Metal 1:
Bar = 20 um. Supply wires on this layer in gray.
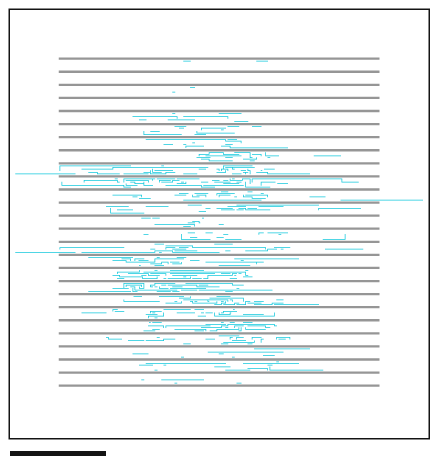
M2 wires:
Cells faint in the background.
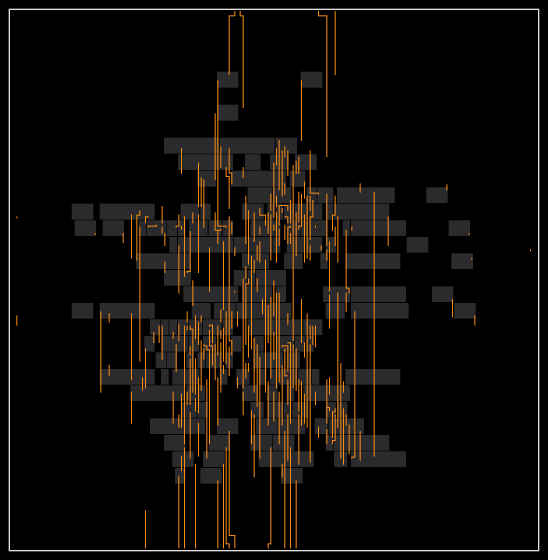
The metal 3 layer:
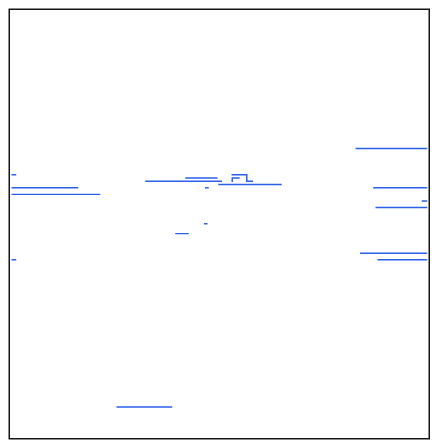
Routing congestion:
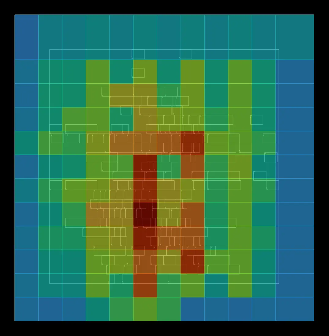
Routed metal per tile:
17 x 18 tiles, from dark blue (low) to red (high), scaled to the fullest tile. Values are wire area over tile area, all layers added.
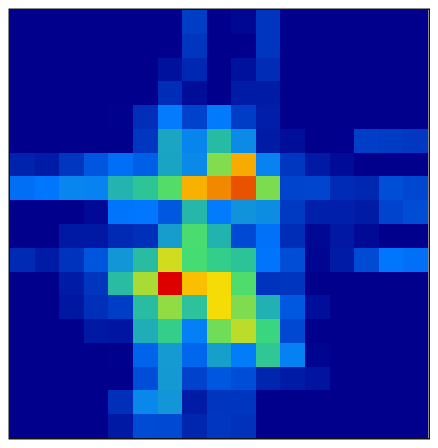
<file path="config.mk">
export PLATFORM = sky130hd
export DESIGN_NAME = vga_timing_gen
export DESIGN_NICKNAME = d
export VERILOG_FILES = /design/src/rtl/vga_pkg.sv /design/src/rtl/wrap_counter.sv /design/src/rtl/vga_timing_gen.sv
export SDC_FILE = /design/constraint.sdc
export NUM_CORES = 1
export LEC_CHECK = 0
export ABC_CLOCK_PERIOD_IN_PS = 4630
export CORE_AREA = 10 10 77 79
export CTS_CLUSTER_DIAMETER = 80
export DETAILED_ROUTE_END_ITERATION = 12
export DIE_AREA = 0 0 87 89
export SLEW_MARGIN = 20
export SYNTH_ARGS = -nofsm -noshare
export SYNTH_HDL_FRONTEND = slang
export SYNTH_SLANG_ARGS = --single-unit
</file>
<file path="constraint.sdc">
create_clock -name clk -period 4.63 [get_ports clk]
set_input_delay 0.926 -clock clk [delete_from_list [all_inputs] [get_ports clk]]
set_output_delay 0.926 -clock clk [all_outputs]
set_load 0.02 [all_outputs]
</file>
<file path="src/rtl/vga_pkg.sv">
// rtl/vga_pkg.sv - shared 640x480@60 raster timing constants and helpers
package vga_pkg;

  localparam int H_ACTIVE        = 640;
  localparam int H_FRONT         = 16;
  localparam int H_SYNC          = 96;
  localparam int H_BACK          = 48;
  localparam int V_ACTIVE        = 480;
  localparam int V_FRONT         = 10;
  localparam int V_SYNC          = 2;
  localparam int V_BACK          = 33;
  localparam int SYNC_ACTIVE_LOW = 1;

  localparam int CNT_W           = 10;
  localparam int CNT_LIMIT       = 1 << CNT_W;

  typedef struct packed {
    logic valid;
    logic hsync;
    logic vsync;
    logic frame_start;
  } vga_ctl_t;

  // Half-open window test [lo, hi) on an unsigned counter value.
  function automatic logic in_window(input logic [CNT_W-1:0] value,
                                     input int lo, input int hi);
    int v;
    v = int'(value);
    return (v >= lo) && (v < hi);
  endfunction

endpackage

</file>
<file path="src/rtl/wrap_counter.sv">
// rtl/wrap_counter.sv - enabled up-counter that wraps to zero after TERMINAL
module wrap_counter #(
  parameter int WIDTH    = 10,
  parameter int TERMINAL = 799
) (
  input  logic             clk,
  input  logic             rst_n,
  input  logic             i_en,
  output logic [WIDTH-1:0] o_count,
  output logic [WIDTH-1:0] o_count_next,
  output logic             o_wrap
);

  localparam logic [WIDTH-1:0] TERM = WIDTH'(TERMINAL);

  logic [WIDTH-1:0] r_count;
  logic             w_at_term;

  assign w_at_term = (r_count == TERM);
  assign o_wrap    = i_en && w_at_term;
  assign o_count   = r_count;

  // The next value is exported so the parent can register decodes in step with the count.
  always_comb begin
    o_count_next = r_count;
    if (i_en) begin
      o_count_next = w_at_term ? '0 : r_count + WIDTH'(1);
    end
  end

  always_ff @(posedge clk or negedge rst_n) begin
    if (!rst_n) begin
      r_count <= '0;
    end else begin
      r_count <= o_count_next;
    end
  end

endmodule

</file>
<file path="src/rtl/vga_timing_gen.sv">
// rtl/vga_timing_gen.sv - free-running VGA raster counters with registered sync/valid decode
module vga_timing_gen
  import vga_pkg::*;
#(
  parameter int H_ACTIVE        = vga_pkg::H_ACTIVE,
  parameter int H_FRONT         = vga_pkg::H_FRONT,
  parameter int H_SYNC          = vga_pkg::H_SYNC,
  parameter int H_BACK          = vga_pkg::H_BACK,
  parameter int V_ACTIVE        = vga_pkg::V_ACTIVE,
  parameter int V_FRONT         = vga_pkg::V_FRONT,
  parameter int V_SYNC          = vga_pkg::V_SYNC,
  parameter int V_BACK          = vga_pkg::V_BACK,
  parameter int SYNC_ACTIVE_LOW = vga_pkg::SYNC_ACTIVE_LOW
) (
  input  logic             clk,
  input  logic             rst_n,
  output logic             valid,
  output logic [CNT_W-1:0] col,
  output logic [CNT_W-1:0] row,
  output logic             hsync,
  output logic             vsync,
  output logic             frame_start
);

  localparam int   H_TOTAL   = H_ACTIVE + H_FRONT + H_SYNC + H_BACK;
  localparam int   V_TOTAL   = V_ACTIVE + V_FRONT + V_SYNC + V_BACK;
  localparam int   H_SYNC_LO = H_ACTIVE + H_FRONT;
  localparam int   H_SYNC_HI = H_ACTIVE + H_FRONT + H_SYNC;
  localparam int   V_SYNC_LO = V_ACTIVE + V_FRONT;
  localparam int   V_SYNC_HI = V_ACTIVE + V_FRONT + V_SYNC;
  localparam logic SYNC_IDLE = (SYNC_ACTIVE_LOW != 0);

  if (H_TOTAL > CNT_LIMIT) begin : g_h_total_too_big
    $error("vga_timing_gen: H_TOTAL exceeds counter range");
  end
  if (V_TOTAL > CNT_LIMIT) begin : g_v_total_too_big
    $error("vga_timing_gen: V_TOTAL exceeds counter range");
  end

  logic [CNT_W-1:0] w_col_next;
  logic [CNT_W-1:0] w_row_next;
  logic             w_h_wrap;
  logic             w_v_wrap;
  vga_ctl_t         w_ctl_next;
  vga_ctl_t         r_ctl;

  wrap_counter #(
    .WIDTH    (CNT_W),
    .TERMINAL (H_TOTAL - 1)
  ) u_h_cnt (
    .clk          (clk),
    .rst_n        (rst_n),
    .i_en         (1'b1),
    .o_count      (col),
    .o_count_next (w_col_next),
    .o_wrap       (w_h_wrap)
  );

  wrap_counter #(
    .WIDTH    (CNT_W),
    .TERMINAL (V_TOTAL - 1)
  ) u_v_cnt (
    .clk          (clk),
    .rst_n        (rst_n),
    .i_en         (w_h_wrap),
    .o_count      (row),
    .o_count_next (w_row_next),
    .o_wrap       (w_v_wrap)
  );

  // Decode the upcoming position so the registered flags line up with col/row.
  // The vertical wrap fires exactly when the next position is (0,0).
  always_comb begin
    w_ctl_next             = '0;
    w_ctl_next.valid       = in_window(w_col_next, 0, H_ACTIVE) &&
                             in_window(w_row_next, 0, V_ACTIVE);
    w_ctl_next.hsync       = SYNC_IDLE ^ in_window(w_col_next, H_SYNC_LO, H_SYNC_HI);
    w_ctl_next.vsync       = SYNC_IDLE ^ in_window(w_row_next, V_SYNC_LO, V_SYNC_HI);
    w_ctl_next.frame_start = w_v_wrap;
  end

  always_ff @(posedge clk or negedge rst_n) begin
    if (!rst_n) begin
      r_ctl.valid       <= 1'b0;
      r_ctl.hsync       <= SYNC_IDLE;
      r_ctl.vsync       <= SYNC_IDLE;
      r_ctl.frame_start <= 1'b0;
    end else begin
      r_ctl <= w_ctl_next;
    end
  end

  assign valid       = r_ctl.valid;
  assign hsync       = r_ctl.hsync;
  assign vsync       = r_ctl.vsync;
  assign frame_start = r_ctl.frame_start;

endmodule

</file>
==> results.txt <==
Physical design

The number of clock sinks seen by CTS stands at 24. The number of I/O pins stands at 26. Before any placement, the netlist area is recorded as 1280 sq um. The area of all placed cells without fillers stands at 1630 sq um. The count of input and output buffers stands at 25. The post-CTS setup repair buffer count stands at 0. The flow ran to the end, and the final reports show no timing, DRC or antenna violations. The mux share of post-synthesis cell area stands at 0.00780.

According to the timing report, the data required time at the worst endpoint equals 4.77 ns. The chip area stands at 7740 sq um. In the post-synthesis netlist, the cell with the most instances is sky130_fd_sc_hd__dfrtp_1. The routed layout reports a DRC error count of 0. TritonCTS built the clock tree. The leakage power stands at 0.621 nW. The maximum clock frequency stands at 408 MHz. The final non-filler cell total stands at 208.

The number of warnings reported in the stage logs is 27. The report lists the cells along the critical path as or3_4 -> nor3_2 -> nand4b_1 -> a22oi_2 -> a211oi_2. The critical path arrival stands at 2.59 ns. Per the synthesis report, the AND-OR/OR-AND share of the synthesized area is 0.153.

After synthesis, the share of flip-flops with an asynchronous set or reset is 1.00. The cell-mix breakdown from Yosys lists the adder-cell area share as 0.0293. The global placer's final weighted congestion stands at 0.849.

The slowest stage of the critical path belongs to the cell sky130_fd_sc_hd__nor3_2. The first detailed-routing pass ran for 4 iterations. The synthesis report lists the Yosys warning total as 0. The placeable core area stands at 4540 sq um. By area the synthesized netlist is led by sky130_fd_sc_hd__dfrtp_1 (43%), sky130_fd_sc_hd__dfstp_2 (4.1%), sky130_fd_sc_hd__nand3_1 (3.9%), sky130_fd_sc_hd__nand2_1 (3.5%), sky130_fd_sc_hd__nand4_1 (3.4%). The type recorded for the worst min-delay path is register to register. The initial antenna violation count stands at 0. The synthesis run shows the most used standard cells to be sky130_fd_sc_hd__dfrtp_1 (22), sky130_fd_sc_hd__nand2_1 (12), sky130_fd_sc_hd__nand3_1 (10). The violation count after the first detailed-routing iteration stands at 69. The number of distinct library cells after synthesis stands at 39. The total placed instance area stands at 1580 sq um. The number of inserted filler cells in the final layout stands at 449. The report lists the number of standard-cell rows as 25.

Counting every instance in the synthesized netlist gives 128. Per the post-synthesis stats, the area per cell is 10.0 sq um. The die extent in y stands at 89 um.

The number of global-route vias before repair came to 1087. The initial core utilization stands at 0.283. The half-perimeter wire length after placement stands at 2330 um. In this run the remaining antenna-violating nets after routing total 0.

The total area of sequential cells stands at 603 sq um. Recorded from the global router log, the overflow total was 0. For this run, the total global-route usage over all layers was measured as 0.0839.
Back to the opening pictures, 'metal 1':
share of all routed wire: 44%
wire length on this layer: 1370 um
Via Count: 1074
final wirelength: 3080 um
met1 track demand over resource in global routing: 0.100

Back to the opening pictures, 'M2 wires':
nets with wire on the layer: 138
share of all routed wire: 49%

Back to the opening pictures, 'the metal 3 layer':
longest straight run: 18.2 um
nets with wire on the layer: 17
main direction: horizontal
share of all routed wire: 4.9%
wire length on this layer: 150 um
global-route met3 utilization: 0.0146

Back to the opening pictures, 'routing congestion':
drt wl/cell: 14.8 um
post-layout utilization of the core: 0.359
GR met2 Demand/Resource: 0.147
layer with the highest usage after global routing: met2

Back to the opening pictures, 'routed metal per tile':
nearly empty tiles: 48%
mean over tiles: 0.063
emptiest ninth of the die: upper left
densest ninth of the die: center

metal layers:
layer | wire (um) | up-vias | GRT usage
met5 | 0 | - | 0
met3 | 150 | 4 | 0.0146
met1 | 1370 | 521 | 0.100
met4 | 44 | 0 | 0.0309
li1 | - | 523 | -
met2 | 1520 | 26 | 0.147
cells in the final DEF (no fill, tap or decap), types with 4 or more instances in the layout:
cell,synthesis,final
sky130_fd_sc_hd__xor2_1,4,4
sky130_fd_sc_hd__clkdlybuf4s50_1,0,24
sky130_fd_sc_hd__dfrtp_1,22,22
sky130_fd_sc_hd__nand4_1,7,7
sky130_fd_sc_hd__nand2_1,12,12
sky130_fd_sc_hd__inv_1,8,8
sky130_fd_sc_hd__nand3_1,10,10
sky130_fd_sc_hd__o21ai_0,8,8
sky130_fd_sc_hd__nor2_1,9,9
sky130_fd_sc_hd__clkbuf_8,0,4
power by group:
part / internal [mW] / leakage (nW) / switching (mW) / total, mW
clock network: 0.0758 / 0.0288 / 0.0667 / 0.142
logic: 0.000301 / 0.284 / 0.00383 / 0.00414
registers: 0.209 / 0.309 / 0 / 0.209
kinds of logic (layout without fill, tap and decap cells):
kind of cell	after synthesis	count (layout)
simple gates	58	58
buf+inv	11	37
mux	1	1
flops	24	24
xor+xnor	7	7
fa+ha+maj	3	3
compound gates	24	24
layout make-up:
cell class / instances / share of cell area
Tap cell: 54 / 0.0414
Multi-Input combinational cell: 93 / 0.386
Sequential cell: 24 / 0.370
Timing Repair Buffer: 25 / 0.150
Inverter: 8 / 0.0184
Clock buffer: 4 / 0.0338
final timing paths:
path	from	to	slack, ns	cells past startpoint
min in group asynchronous	rst_n	u_v_cnt.o_count[3]	0.63	1
worst min-delay path	u_h_cnt.o_count[0]	u_h_cnt.o_count[0]	0.53	1
worst max-delay path	u_h_cnt.o_count[5]	valid	2.18	5
worst min register to register	u_h_cnt.o_count[0]	u_h_cnt.o_count[0]	0.53	1
worst max register to register	u_h_cnt.o_count[5]	valid	2.18	5
max in group asynchronous	rst_n	hsync	3.63	1
flip-flops by register name, indices dropped and copies added, names as in the netlist:
| name | count |
|---|---|
| hsync | 1 |
| vsync | 1 |
| frame_start | 1 |
| u_h_cnt.o_count | 10 |
| valid | 1 |
| u_v_cnt.o_count | 10 |
Power figures rest on the tool's default switching activity, not on a simulated workload.
